## src/rtl/hazard_pkg.sv

```systemverilog
// Shared constants and types for the IF/X/M-WB hazard and forwarding scheduler.
`timescale 1ns/1ps
package hazard_pkg;

  localparam int REG_W = 5;

  localparam logic [6:0] OPC_LOAD   = 7'b0000011;
  localparam logic [6:0] OPC_STORE  = 7'b0100011;
  localparam logic [6:0] OPC_BRANCH = 7'b1100011;
  localparam logic [6:0] OPC_OP     = 7'b0110011;
  localparam logic [6:0] OPC_LUI    = 7'b0110111;
  localparam logic [6:0] OPC_AUIPC  = 7'b0010111;
  localparam logic [6:0] OPC_JAL    = 7'b1101111;

  localparam logic [1:0] FWD_RF   = 2'd0;
  localparam logic [1:0] FWD_AGE1 = 2'd1;
  localparam logic [1:0] FWD_AGE2 = 2'd2;

  localparam logic [0:0] ST_RUN   = 1'b0;
  localparam logic [0:0] ST_LDUSE = 1'b1;

  typedef struct packed {
    logic             valid;
    logic [REG_W-1:0] rd;
    logic             is_load;
  } age1_t;

  typedef struct packed {
    logic             valid;
    logic [REG_W-1:0] rd;
  } age2_t;

  // The youngest producer always wins over the older one.
  function automatic logic [1:0] fwd_sel(input logic [REG_W-1:0] rs,
                                         input age1_t a1, input age2_t a2);
    if (a1.valid && a1.rd == rs)      return FWD_AGE1;
    else if (a2.valid && a2.rd == rs) return FWD_AGE2;
    else                              return FWD_RF;
  endfunction

endpackage

```

## src/rtl/hazard_ctrl_reg_use_decode.sv

```systemverilog
// Register-usage decode of one 32-bit instruction: destination, sources and
// which of them the instruction actually writes or reads.
`timescale 1ns/1ps
module reg_use_decode
  import hazard_pkg::*;
(
  input  logic [31:0]      inst_i,
  output logic [REG_W-1:0] rd_o,
  output logic [REG_W-1:0] rs1_o,
  output logic [REG_W-1:0] rs2_o,
  output logic             writer_o,
  output logic             is_load_o,
  output logic             uses_rs1_o,
  output logic             uses_rs2_o
);

  logic [6:0] opc;
  logic       unused_bits;

  assign opc         = inst_i[6:0];
  assign rd_o        = inst_i[11:7];
  assign rs1_o       = inst_i[19:15];
  assign rs2_o       = inst_i[24:20];
  assign unused_bits = ^{inst_i[31:25], inst_i[14:12]};

  assign writer_o   = (opc != OPC_BRANCH) && (opc != OPC_STORE) && (rd_o != '0);
  assign is_load_o  = (opc == OPC_LOAD);
  assign uses_rs1_o = (opc != OPC_LUI) && (opc != OPC_AUIPC) && (opc != OPC_JAL);
  assign uses_rs2_o = (opc == OPC_OP) || (opc == OPC_STORE) || (opc == OPC_BRANCH);

endmodule

```

## src/rtl/hazard_ctrl.sv

```systemverilog
// Forwarding-select, load-use bubble and memory-freeze control for the X stage,
// with a saturating stall-cycle counter.
`timescale 1ns/1ps
module hazard_ctrl
  import hazard_pkg::*;
#(
  parameter int STALL_CNT_W = 16
) (
  input  logic                   clk,
  input  logic                   reset_n,
  input  logic [31:0]            x_inst,
  input  logic                   x_valid,
  input  logic                   flush,
  input  logic                   dmem_stall,
  input  logic                   cnt_clear,
  output logic [1:0]             fwd_sel_rs1,
  output logic [1:0]             fwd_sel_rs2,
  output logic                   stall,
  output logic                   x_fire,
  output logic [STALL_CNT_W-1:0] stall_cycles
);

  logic [REG_W-1:0] rd, rs1, rs2;
  logic             writer, is_load, uses_rs1, uses_rs2;

  reg_use_decode u_dec (
    .inst_i     (x_inst),
    .rd_o       (rd),
    .rs1_o      (rs1),
    .rs2_o      (rs2),
    .writer_o   (writer),
    .is_load_o  (is_load),
    .uses_rs1_o (uses_rs1),
    .uses_rs2_o (uses_rs2)
  );

  age1_t                  age1_q, age1_d;
  age2_t                  age2_q, age2_d;
  logic [0:0]             state_q, state_d;
  logic [STALL_CNT_W-1:0] cnt_q, cnt_d;
  logic                   load_use;

  assign load_use = x_valid & ~flush & age1_q.valid & age1_q.is_load &
                    ((uses_rs1 & (rs1 == age1_q.rd)) | (uses_rs2 & (rs2 == age1_q.rd)));

  assign stall        = reset_n & (dmem_stall | ((state_q == ST_RUN) & load_use));
  assign x_fire       = reset_n & x_valid & ~stall & ~flush;
  assign fwd_sel_rs1  = reset_n ? fwd_sel(rs1, age1_q, age2_q) : FWD_RF;
  assign fwd_sel_rs2  = reset_n ? fwd_sel(rs2, age1_q, age2_q) : FWD_RF;
  assign stall_cycles = cnt_q;

  always_comb begin
    // NOTE: every _d gets its hold value first so no path can infer a latch.
    age1_d  = age1_q;
    age2_d  = age2_q;
    state_d = state_q;
    if (!dmem_stall) begin
      age2_d.valid = age1_q.valid;
      age2_d.rd    = age1_q.rd;
      if (state_q == ST_RUN && load_use) begin
        // Bubble: the load moves to age2 so the held consumer forwards from there.
        age1_d  = '0;
        state_d = ST_LDUSE;
      end else begin
        age1_d.valid   = x_fire & writer;
        age1_d.rd      = rd;
        age1_d.is_load = is_load;
        state_d        = ST_RUN;
      end
    end
  end

  always_comb begin
    cnt_d = cnt_q;
    if (cnt_clear)                cnt_d = '0;
    else if (stall && cnt_q != '1) cnt_d = cnt_q + {{(STALL_CNT_W-1){1'b0}}, 1'b1};
  end

  always_ff @(posedge clk) begin
    // NOTE: non-blocking assignments so all state updates see pre-edge values.
    if (!reset_n) begin
      age1_q  <= '0;
      age2_q  <= '0;
      state_q <= ST_RUN;
      cnt_q   <= '0;
    end else begin
      age1_q  <= age1_d;
      age2_q  <= age2_d;
      state_q <= state_d;
      cnt_q   <= cnt_d;
    end
  end

endmodule

```

## config.mk

```make
export PLATFORM = sky130hd
export DESIGN_NAME = hazard_ctrl
export DESIGN_NICKNAME = d
export VERILOG_FILES = /design/src/rtl/hazard_pkg.sv /design/src/rtl/hazard_ctrl_reg_use_decode.sv /design/src/rtl/hazard_ctrl.sv
export SDC_FILE = /design/constraint.sdc
export NUM_CORES = 1
export LEC_CHECK = 0
export CAP_MARGIN = 20
export CELL_PAD_IN_SITES_DETAIL_PLACEMENT = 0
export CELL_PAD_IN_SITES_GLOBAL_PLACEMENT = 1
export CORE_MARGIN = 2
export CORE_UTILIZATION = 33
export DETAILED_ROUTE_END_ITERATION = 6
export HOLD_SLACK_MARGIN = 0.02
export PLACE_DENSITY = 0.81
export SETUP_SLACK_MARGIN = 0.15
export SYNTH_ARGS = -nofsm -noshare
export SYNTH_HDL_FRONTEND = slang
export SYNTH_SLANG_ARGS = --single-unit
```

## constraint.sdc

```tcl
create_clock -name clk -period 2.3 [get_ports clk]
set_input_delay 0.46 -clock clk [delete_from_list [all_inputs] [get_ports clk]]
set_output_delay 0.46 -clock clk [all_outputs]
set_load 0.03 [all_outputs]
```

==> results.ini, run 1 <==
[status]
outcome = finished with violations
violations = negative setup slack

[timing]
layout_setup_ws_ns = -0.0423
slew_viol_final = 0
tightest_slew_ns = 0.564
setup_violations = 2
max_freq_mhz = 427

[synthesis]
yosysCellCount = 207
synthArstFlopShare_pct = 0
synth_seq_share_pct = 33.4
synthCells = 207
yosysWarnings = 0
most_common_cell = dfxtp_1
synth.area.top_cells = dfxtp_1 (33%), xnor2_1 (5.8%), mux2i_1 (5.0%)

[finish]
n_antenna_cell = 0
stdcell_area_sq_um = 2990

[grt]
grt.overflow.total = 0
antenna_found_initial = 0
grt_max_degree = 22
grt_pass1_wl_um = 8290

[worst_setup_path]
crit_path_end = stall
crit_arrival_ns = 1.88
path_depth = 7
crit_path_max_fanout = 3
regToRegSetupSlack_ns = 0.06

[placed_design]
dp_hpwl_um = 3680
place_inst = 350

[flow_run]
max_cap_viol_count = 0

[power]
p_int_mw = 1.02
seq_power_share_pct = 39.9
swShare_pct = 25.3
p_sw_uw = 343

[clock_tree]
path_clk_slew_ns = 0.07
cts_setup_buffers = 3
cts_buffer_depth = 2

[hold_path]
worstHoldEndpoint = state_q$_SDFFE_PN0N_
hold_depth = 2

[route]
dr_total_vias = 1909
drc = 0

==> run 1: layer usage <==
| layer | track usage, % | share of wire [%] | vias to the layer above |
|---|---|---|---|
| li1 | - | - | 944 |
| met1 | 19.9 | 43 | 904 |
| met3 | 4.42 | 4.5 | 9 |
| met2 | 30.4 | 51 | 52 |
| met5 | 0 | 0 | - |
| met4 | 7.86 | 1.5 | 0 |
==> run 1: layout make-up <==
| class | count | area, sq um |
|---|---|---|
| well taps | 70 | 87.6 |
| flip-flops and latches | 30 | 612 |
| multi-input cells | 160 | 1330 |
| fillers | 469 | 2190 |
| clock buffers | 6 | 82.6 |
| inverters | 7 | 26.3 |
| clock inverters | 1 | 30.0 |
| repair buffers | 91 | 820 |
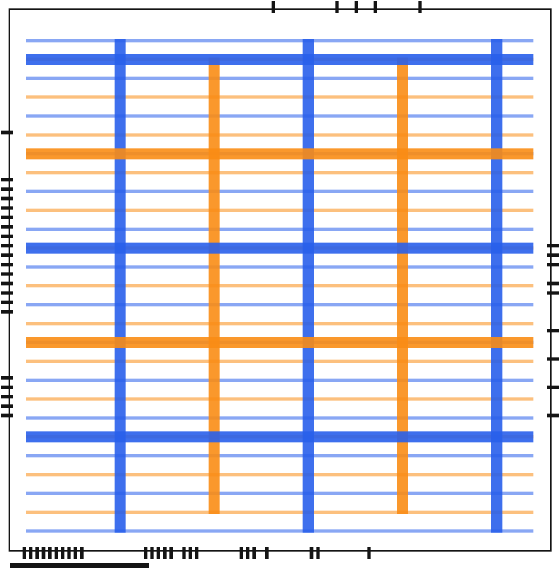
*PDN straps and rails, run 1*
Bar = 20 um. Pins as bars on the die edge.
VDD -> orange
VSS -> blue
signal pins = 60
met4 straps = 5
rows = 26
Core Region: 5170 sq um
Die Y-Extent: 77.8 um
die width: 77.8 um

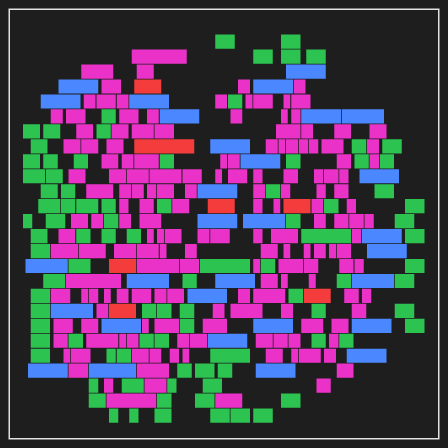
*Placement by cell class, run 1*
other buffers and delay cells -> green  # cells 91, share of their area 28%
clock drivers and dummy loads -> red  # cells 7, share of their area 3.9%
all other logic -> magenta  # cells 167, share of their area 47%
flip-flops -> blue  # cells 30, share of their area 21%
Post-Route Utilization: 57.7%
Seq area share: 20.5%

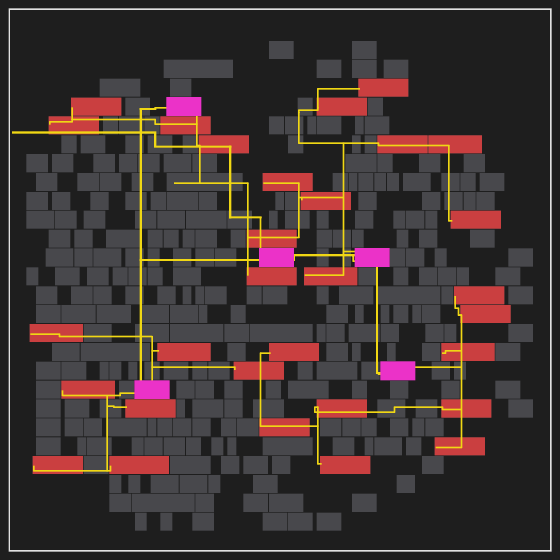
*Clock network drawn from the DEF, run 1*
clock wires -> yellow  # length 491 um
flip-flops -> red  # count 30
cells driving clock nets -> magenta  # count 5
routed clock nets = 6
Setup Skew: 0.00733 ns
clock network power share: 41.2%
Power Clock: 559 uW
clk ins delay skew pair: 0.29 ns

### Routing congestion, run 1

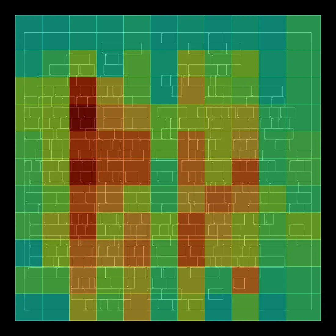

==> run 2: changes to the inputs <==
Settings changed: PLACE_DENSITY 0.81 to unset, PLACE_DENSITY_LB_ADDON set to 0.1.
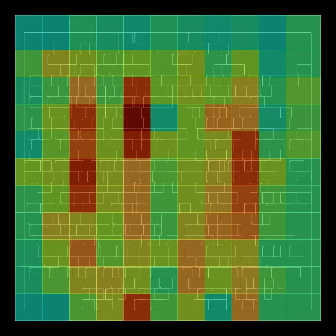
*Routing congestion, run 2*
Post-Route Utilization: 57.0%
met1 Usage GRT: 21.3%

==> run 2 against run 1 <==
Effect of this change:
- the flow still finishes with violations (negative setup slack)
- critical path type unchanged
- highest routed layer unchanged
- core utilization is 0.70 points lower
- die size stayed put
- first-iteration DRC count is 13% lower
- cell area is 1.2% lower
- worst setup slack worse by 0.014 ns
- clock skew is 0.00079 ns higher
- global-route usage is 1.1 points higher
- total power is 7.5% lower
- fmax is 0.58% lower
- largest power group is now registers
==> results.ini, run 2 <==
[grt]
grt_max_degree = 14  ; -36%
grt_use_met3_pct = 3.49  ; -0.93 points
antenna_found_initial = 0  ; unchanged
grt_pass1_wl_um = 8890  ; +7.3%
grt.overflow.total = 0  ; unchanged
met2_usage_pct = 34.4  ; +4.0 points
busiest_layer = met2

[synthesis]
yosysWarnings = 0  ; unchanged
synth_seq_share_pct = 33.4  ; unchanged
most_common_cell = dfxtp_1
yosysCellCount = 207  ; unchanged
synth.area.top_cells = dfxtp_1 (33%), xnor2_1 (5.8%), mux2i_1 (5.0%)
synthCells = 207  ; unchanged
ys_area_sq_um = 1800
synthArstFlopShare_pct = 0  ; unchanged

[clock_tree]
cts_buffer_depth = 2  ; unchanged
clock.latency.late_pin_ns = 0.29  ; about the same
path_clk_slew_ns = 0.07  ; about the same

[finish]
n_all_inverters = 7  ; unchanged
n_all_buffers = 94  ; +3.3%
fillers = 480  ; +2.3%
num-clock-buffers = 6  ; unchanged
largestClassByArea = multi-input combinational cells
nonClkBufAreaFrac_pct = 28.2  ; +0.76 points
nMultiInputCombCells = 160  ; unchanged
ff_count = 30  ; unchanged
clock_area_share_pct = 3.22  ; -0.55 points
logic_area_sq_um = 1300  ; -2.2%
n_antenna_cell = 0  ; unchanged

[status]
violations = negative setup slack
outcome = finished with violations

[worst_setup_path]
crit_arrival_ns = 1.90  ; +0.02 ns
crit_path_max_fanout = 3  ; unchanged

[placed_design]
place_inst = 354  ; +1.1%
place_congestion = 0.761
dp_hpwl_um = 3860  ; +4.9%

[route]
drc = 0  ; unchanged
wl_met1_um = 2230  ; -2.1%
wl_met2_um = 2750  ; -0.29%
met3_length_um = 185  ; -23%
dr_total_vias = 1884  ; -1.3%

[floorplan]
die_x_um = 77.8  ; unchanged
fp.dieH_um = 77.8  ; unchanged
core_region_area_sq_um = 5170  ; unchanged
tapCellCount = 70  ; unchanged

[timing]
setup_violations = 2  ; unchanged
fin_skew_ns = 0.00812  ; +0.000788 ns
slew_viol_final = 0  ; unchanged
layout_setup_ws_ns = -0.0559  ; -0.0136 ns
max_freq_mhz = 424  ; -0.58%
tightest_slew_ns = 0.497  ; -0.0666 ns

[flow_run]
tool_warnings = 39

[power]
clock_power_uw = 463  ; -17%
seq_power_share_pct = 43.1  ; +3.2 points
swShare_pct = 27.7  ; +2.4 points
p_sw_uw = 348  ; +1.4%

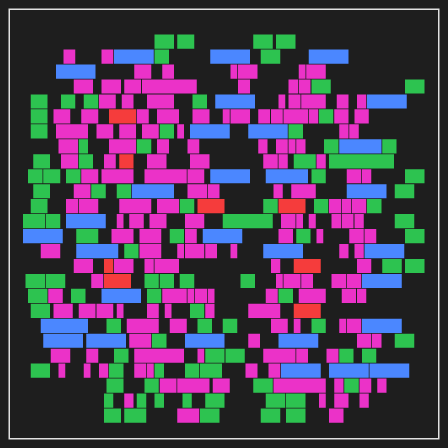
*Placement by cell class, run 2*
fin area: 2950 sq um
Seq area share: 20.7%
row count: 26

-- run 2: repair_timing --
item,CTS,global route
setup buffers,3,3
hold endpoints to repair,0,0
hold buffers,0,0
setup endpoints to repair,29,20
gates cloned,1,0
resized,56,18
pin swaps,17,15
-- run 2: final timing paths --
check	depth (start not counted)	slack, ns	from	endpoint
worst max-delay path	7	-0.06	x_inst[22]	stall
worst min-delay path	2	0.46	state_q$_SDFFE_PN0N_	state_q$_SDFFE_PN0N_
worst max register to register	8	0.17	age1_q[1]$_SDFFE_PN0N_	stall_cycles[3]$_SDFFE_PP0P_
worst min register to register	2	0.46	state_q$_SDFFE_PN0N_	state_q$_SDFFE_PN0N_
-- run 2: critical path, delay by kind of cell --
family	cells	cell delay [ns]
AOI/OAI and AO/OA	3	0.70
buffers and inverters	3	0.46
and+or+nand+nor	1	0.28
### PDN straps and rails, run 2

Bar = 20 um. Pins as bars on the die edge.
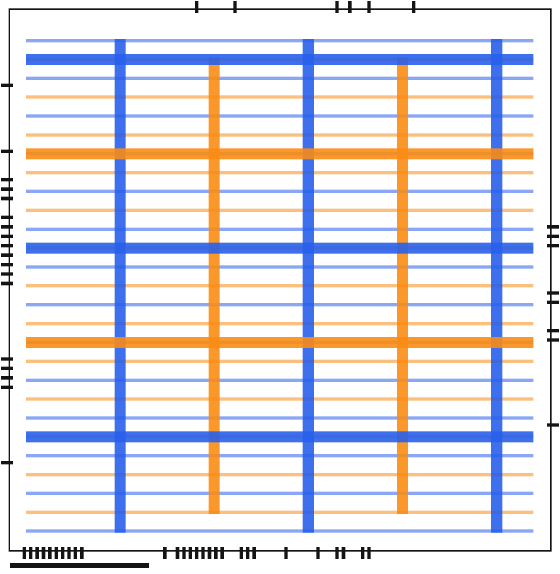

==> run 3: changes to the inputs <==
Settings changed: CELL_PAD_IN_SITES_DETAIL_PLACEMENT 0 to unset, CELL_PAD_IN_SITES_GLOBAL_PLACEMENT 1 to unset, CORE_UTILIZATION 33 to 46, PLACE_DENSITY set to 0.8, PLACE_DENSITY_LB_ADDON 0.1 to unset.
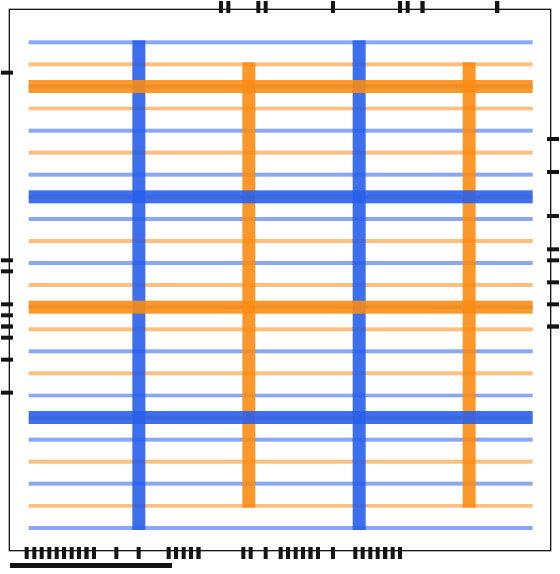
*PDN straps and rails, run 3*
Bar = 20 um. Pins as bars on the die edge.
VDD -> orange
VSS -> blue
met4 straps = 4
met1 rails = 23
die width: 66.5 um
Core Region: 3720 sq um

==> run 3 against run 2 <==
Effect of this change:
- the flow still finishes with violations (negative setup slack)
- clock-buffer cell count increased by 1
- sequential cell count unchanged
- total power fell by 2.8%
- non-clock buffer count is 2 lower
- critical path depth grew 1
- largest power group unchanged
==> results.ini, run 3 <==
[placed_design]
dp_hpwl_um = 3740  ; -3.1%
place_inst = 326  ; -7.9%

[timing]
fin_skew_ns = 0.0188  ; +0.0107 ns
slew_viol_final = 0  ; unchanged
layout_setup_ws_ns = -0.0224  ; +0.0335 ns
setup_violations = 2  ; unchanged
tightest_slew_ns = 0.568  ; +0.0710 ns
max_freq_mhz = 431  ; +1.4%

[finish]
largestClassByArea = multi-input combinational cells
n_antenna_cell = 0  ; unchanged
ff_count = 30  ; unchanged
nonClkBufAreaFrac_pct = 27.9  ; -0.28 points
fillers = 232  ; -52%
num-clock-buffers = 7  ; +1
stdcell_area_sq_um = 2970  ; +0.55%
logic_area_sq_um = 1360  ; +4.8%
n_all_inverters = 7  ; unchanged

[clock_tree]
cts_buffer_depth = 2  ; unchanged
cts_hold_buf = 0  ; unchanged
cts_setup_buffers = 3  ; unchanged

[worst_setup_path]
r2r_cells = 9  ; +1
crit_family = buffers and inverters
worst-path-buf-inv = 3  ; unchanged
crit_path_max_fanout = 3  ; unchanged
path_depth = 8  ; +1

[grt]
antenna_found_initial = 0  ; unchanged
grt_max_degree = 26  ; +12
grt_pass1_wl_um = 8250  ; -7.2%
grt.overflow.total = 0  ; unchanged

[route]
drc = 0  ; unchanged
dr_total_vias = 2061  ; +9.4%

[status]
outcome = finished with violations
violations = negative setup slack

[flow_run]
tool_warnings = 39  ; unchanged

[power]
clock_power_uw = 409  ; -12%
swShare_pct = 27.9  ; +0.22 points
seq_power_share_pct = 44.6  ; +1.5 points

[floorplan]
tapCellCount = 48  ; -31%

[synthesis]
synth.area.top_cells = dfxtp_1 (33%), xnor2_1 (5.8%), mux2i_1 (5.0%)
yosysWarnings = 0  ; unchanged
synthArstFlopShare_pct = 0  ; unchanged
yosysCellCount = 207  ; unchanged

[hold_path]
hold_depth = 2  ; unchanged

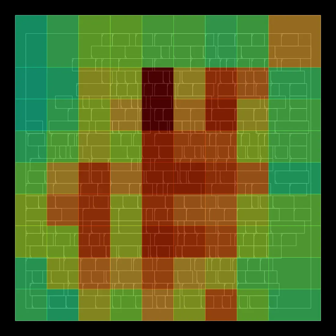
*Routing congestion, run 3*
total track usage: 24.8%
met1 Usage GRT: 29.3%
GRT met2 Usage: 43.9%
Post-Route Utilization: 79.8%
GR Util met3: 5.07%

## run 3: cell counts after synthesis
No cell type changed its count.
## run 3: worst paths after layout
check	from	to	slack [ns]
setup / recovery	x_inst[15]	stall	-0.02
hold / removal	stall_cycles[8]$_SDFFE_PP0P_	stall_cycles[8]$_SDFFE_PP0P_	0.50
setup reg to reg	age1_q[1]$_SDFFE_PN0N_	stall_cycles[10]$_SDFFE_PP0P_	0.13
hold reg to reg	stall_cycles[8]$_SDFFE_PP0P_	stall_cycles[8]$_SDFFE_PP0P_	0.50
## run 3: per-layer routing
metal	track usage (%)	vias up	wire length [um]	share of wire, %
met4	9.44	0	221	3.6
li1	-	955	-	-
met3	5.07	20	374	6.2
met1	29.3	989	2360	39
met5	0	-	0	0
met2	43.9	97	3120	51
No activity file was given, so power comes from the tool's default toggle rates.
